===== src/rtl/ram_arbiter.sv =====
// Arbitrates one single-ported RAM between instruction fetch and data memory.
// Data wins by default; a starvation counter forces a fetch grant after STARVE_LIMIT data grants.
module ram_arbiter #(
    parameter int unsigned STARVE_LIMIT = 4
) (
    input  logic        CLK,
    input  logic        nRST,
    input  logic        iREN,
    input  logic [31:0] iaddr,
    output logic        iwait,
    output logic [31:0] iload,
    input  logic        dREN,
    input  logic        dWEN,
    input  logic [31:0] daddr,
    input  logic [31:0] dstore,
    output logic        dwait,
    output logic [31:0] dload,
    output logic        ramREN,
    output logic        ramWEN,
    output logic [31:0] ramaddr,
    output logic [31:0] ramstore,
    input  logic [31:0] ramload,
    input  logic [1:0]  ramstate
);

    // ramstate encoding: FREE=0, BUSY=1, ACCESS=2, ERROR=3; only ACCESS ends a grant.
    localparam logic [1:0] RAM_ACCESS = 2'd2;
    localparam logic [3:0] LIMIT      = 4'(STARVE_LIMIT);

    typedef enum logic [1:0] {
        IDLE,
        GNT_I,
        GNT_D
    } state_t;

    state_t     state, next_state;
    logic [3:0] scnt, scnt_next;
    logic       dreq;
    logic       access;

    assign dreq   = dREN | dWEN;
    assign access = (ramstate == RAM_ACCESS);

    always_ff @(posedge CLK or negedge nRST) begin
        if (!nRST) begin
            state <= IDLE;
            scnt  <= '0;
        end else begin
            state <= next_state;
            scnt  <= scnt_next;
        end
    end

    always_comb begin
        next_state = state;
        scnt_next  = scnt;
        case (state)
            IDLE: begin
                if (dreq && (scnt < LIMIT)) begin
                    next_state = GNT_D;
                end else if (iREN) begin
                    next_state = GNT_I;
                end else if (dreq) begin
                    next_state = GNT_D;
                end
                // Count only data grants that actually make a pending fetch wait.
                if ((next_state == GNT_D) && iREN) begin
                    scnt_next = (scnt < LIMIT) ? scnt + 4'd1 : scnt;
                end else if ((next_state == GNT_I) || !iREN) begin
                    scnt_next = '0;
                end
            end
            GNT_I: begin
                if (!iREN || access) begin
                    next_state = IDLE;
                end
            end
            GNT_D: begin
                if (!dreq || access) begin
                    next_state = IDLE;
                end
            end
            default: begin
                next_state = IDLE;
            end
        endcase
    end

    // Enables follow the live request so a withdrawn request drops them immediately.
    always_comb begin
        ramREN   = 1'b0;
        ramWEN   = 1'b0;
        ramaddr  = '0;
        ramstore = '0;
        case (state)
            GNT_I: begin
                ramaddr = iaddr;
                ramREN  = iREN;
            end
            GNT_D: begin
                ramaddr  = daddr;
                ramstore = dstore;
                ramWEN   = dWEN;
                ramREN   = dREN & ~dWEN;
            end
            default: begin
            end
        endcase
    end

    assign iwait = iREN & ~((state == GNT_I) & access);
    assign dwait = dreq & ~((state == GNT_D) & access);
    assign iload = ramload;
    assign dload = ramload;

endmodule


===== config.mk =====
export PLATFORM = sky130hd
export DESIGN_NAME = ram_arbiter
export DESIGN_NICKNAME = d
export VERILOG_FILES = /design/src/rtl/ram_arbiter.sv
export SDC_FILE = /design/constraint.sdc
export NUM_CORES = 1
export LEC_CHECK = 0
export CORE_AREA = 5 5 100 102
export CTS_BUF_LIST = sky130_fd_sc_hd__clkbuf_16
export DETAILED_ROUTE_END_ITERATION = 8
export DIE_AREA = 0 0 105 107
export PLACE_DENSITY = 0.67
export SLEW_MARGIN = 20
export SYNTH_ARGS = -nofsm -noshare
export SYNTH_HDL_FRONTEND = slang
export SYNTH_SLANG_ARGS = --single-unit

===== constraint.sdc =====
create_clock -name CLK -period 1.58 [get_ports CLK]
set_input_delay 0.158 -clock CLK [delete_from_list [all_inputs] [get_ports CLK]]
set_output_delay 0.158 -clock CLK [all_outputs]
set_load 0.01 [all_outputs]

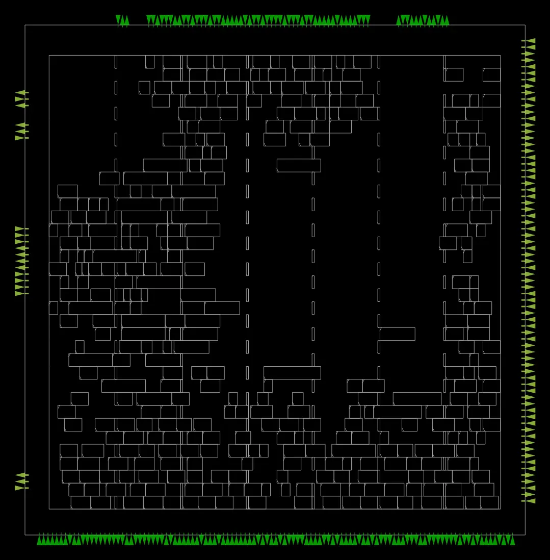
(images/final_placement.png)
non-filler instance count after layout: 460
placeable core area: 0.00902 mm²

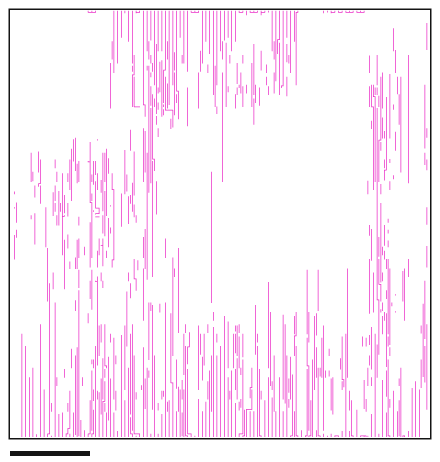
(images/met2.png)
Bar = 20 µm.
- main direction: vertical
- share of all routed wire: 55%
vias after detailed routing: 1929
aggregate routed wire length: 8.13 mm
M2 GR Usage: 23.3%

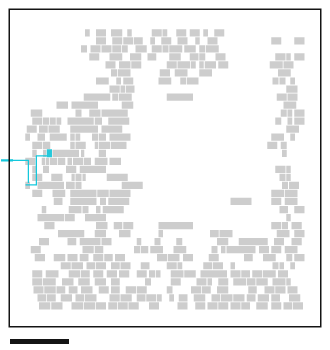
(images/port_nets.png)
Bar = 20 µm.
- dwait: cyan (bits 1; direction output; edge west; end cells 1; buffers 1; wire 30.6 µm)
number of top-level design ports: 267
Port Buffers: 170

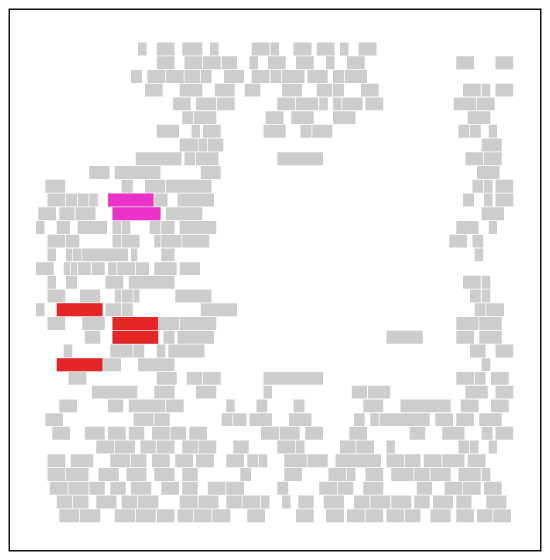
(images/registers.png)
- state: magenta (flops 2)
- scnt: red (flops 4; where west)
area used by sequential logic in the layout: 151 µm²
final core area utilization: 41.1%

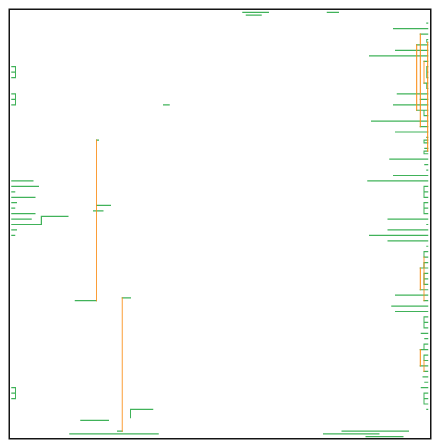
(images/metal_stack.png)
Only two layers are drawn.
- met3: green (wire length 424 µm)
- met4: orange (wire length 169 µm)
overall fraction of global-route tracks in use: 12.6%
per-cell routed wire length: 17.7 µm

cells by family (layout without fill, tap and decap cells):
family / Yosys count / after routing / share of synthesized area [%]
DFF: 6 / 6 / 9.34
buffers and inverters: 82 / 215 / 35.2
adders and majority gates: 5 / 5 / 3.89
and+or+nand+nor: 76 / 76 / 29.3
muxes: 1 / 1 / 0.700
AOI/OAI and AO/OA: 46 / 46 / 21.6
where the power goes:
group / switching (mW) / leakage [nW] / internal [mW] / total, mW
sequential: 0.0405 / 0.0789 / 0.199 / 0.240
clock: 0.0933 / 0.0370 / 0.325 / 0.419
combinational: 1.68 / 1.47 / 2.63 / 4.31
total: 1.82 / 1.58 / 3.15 / 4.97
final timing paths:
path,startpoint,endpoint,slack [ps],cells past startpoint
worst max-delay path,state[0],ramaddr[28],-160,6
worst min-delay path,nRST,scnt[3],170,1
worst max register to register,state[0],state[1],-80,8
worst min register to register,scnt[3],scnt[3],490,1
max in group asynchronous,nRST,state[1],1170,1
min in group CLK,ramload[27],dload[27],320,0
timing repair:
item / in CTS / in global routing
buffers inserted: 10 / 7
resized: 319 / 91
endpoints found under the hold margin: 0 / 0
pin swaps: 2 / 12
gates cloned: 3 / 3
setup endpoints to repair: 69 / 69
worst max-delay path: cells and delay by family (launching register included):
kind	cells	cell delay (ps)
simple gates	1	70
buf+inv	3	540
compound gates	1	160
flops	1	400
fa+ha+maj	1	170
metal layers:
layer | GRT usage (%) | share of wire [%]
met1 | 14.5 | 38
met2 | 23.3 | 55
met3 | 2.65 | 5.2
met4 | 4.02 | 2.1
met5 | 0 | 0
flip-flops by register name, summed over array words and instances (netlist names):
register / cells
scnt: 4
state: 2
==> flow_summary.json <==
{
  "outcome": "complete, but fails checks",
  "violations": "negative setup slack",
  "startpoint_type": "flop",
  "multiInputCombCellCount": 128,
  "fin_skew_ps": 0.752,
  "place_ws_ps": -408,
  "crit_path_max_fanout": 5,
  "initialDrtViolationCount": 37,
  "grt_antenna_before_repair": 0,
  "tritoncts": "done",
  "critical-path-max-stage-delay_ps": 400,
  "grt_start_max_net_pins": 22,
  "hold-worst-slack_ps": 173,
  "critical_path.slowest_cell": "sky130_fd_sc_hd__dfrtp_1",
  "stage_log_warnings": 31,
  "layout-drive-gt1-share_pct": 53.9,
  "final_layout_top_logic_cells": "sky130_fd_sc_hd__clkdlybuf4s50_1 (102), sky130_fd_sc_hd__buf_6 (46), sky130_fd_sc_hd__buf_2 (36), sky130_fd_sc_hd__and2_4 (32), sky130_fd_sc_hd__a22oi_2 (31)",
  "biggest_cell_category_by_area_in_the_final_layout": "non-clock buffers",
  "crit_required_ps": 1420,
  "synth_top_flop_cell": "sky130_fd_sc_hd__dfrtp_1",
  "drv.max_cap_violation_count": 0,
  "rsz0062_at_grt": "true",
  "total_power_mw": 4.97,
  "chipHeight_um": 107,
  "cts_hold_buf": 0,
  "drt-pass1-iter-count": 4,
  "cts_max_level": 1,
  "count_of_state_elements_after_synthesis": 6,
  "yosys.area.top_type_share_pct": 29.9,
  "yosys.stat.chipArea_mm2": 0.00161,
  "floorplan.initialDensity_pct": 17.8,
  "post-place-cells": 434,
  "clock_sink_count": 6,
  "lay_top_count": "sky130_fd_sc_hd__clkdlybuf4s50_1",
  "postPlaceCellArea_mm2": 0.00306,
  "slew_violations": 0,
  "worst_hold_path_type": "input pin to asynchronous set/reset pin",
  "final.period_utilization_pct": 110,
  "syn-mean-instance-area_um2": 7.44,
  "ys_warn_count": 0,
  "final-nonclk-buf-share_pct": 57.8,
  "logic_area_mm2": 0.00118,
  "std_cell_rows": 35,
  "fmaxAchievable_ghz": 0.575,
  "cellPowerDensity_mw_per_mm2": 1340,
  "yosys-stat-cells": 216,
  "top_cells_area": "sky130_fd_sc_hd__buf_4 (30%), sky130_fd_sc_hd__a22oi_1 (15%), sky130_fd_sc_hd__nor2b_1 (13%), sky130_fd_sc_hd__and2_1 (13%), sky130_fd_sc_hd__dfrtp_1 (9.3%)",
  "power.static_leakage_nw": 1.58,
  "synth.cell_area_mm2": 0.00161,
  "sh_seq_area_pct": 4.09,
  "areaGrowthSynthToFinish_pct": 131,
  "setup_violations": 51,
  "place_congestion": 0.858,
  "critPathArrivalTime_ps": 1580,
  "timing_worst_setup_path_type": "flop to output pin",
  "seq_cells": 6,
  "vdd.ir_drop.worst_mv": 0.666,
  "fillers": 905,
  "fp_nets": 356,
  "clkLatencyLatePin_ps": 230,
  "buffers_excl_clock": 208,
  "final_nets": 491,
  "crit_path_end_kind": "output pin",
  "critical_path.cell_chain": "buf_6 > ha_4 > bufbuf_16 > a22oi_2 > nor2b_1 > buf_2",
  "worst_slew_pin_slew_ps": 282,
  "setup_tns_ps": -5060,
  "multi_input_gate_share_of_the_layout_cell_area_pct": 31.9,
  "non_cts_inverters": 4,
  "grt_overflow_total": 0,
  "drc": 0,
  "cts_inserted_buffers": 3,
  "finalHoldViolCount": 0,
  "synthDistinctLibCells": 26,
  "max-clock-path-buffers": 2,
  "final_antenna_net_count": 0,
  "layout.clock.cell_area_share_pct": 2.03,
  "netlist.top_cell.by_area": "sky130_fd_sc_hd__buf_4",
  "setup_slack_ps": -160
}
Power figures rest on the tool's default switching activity, not on a simulated workload.
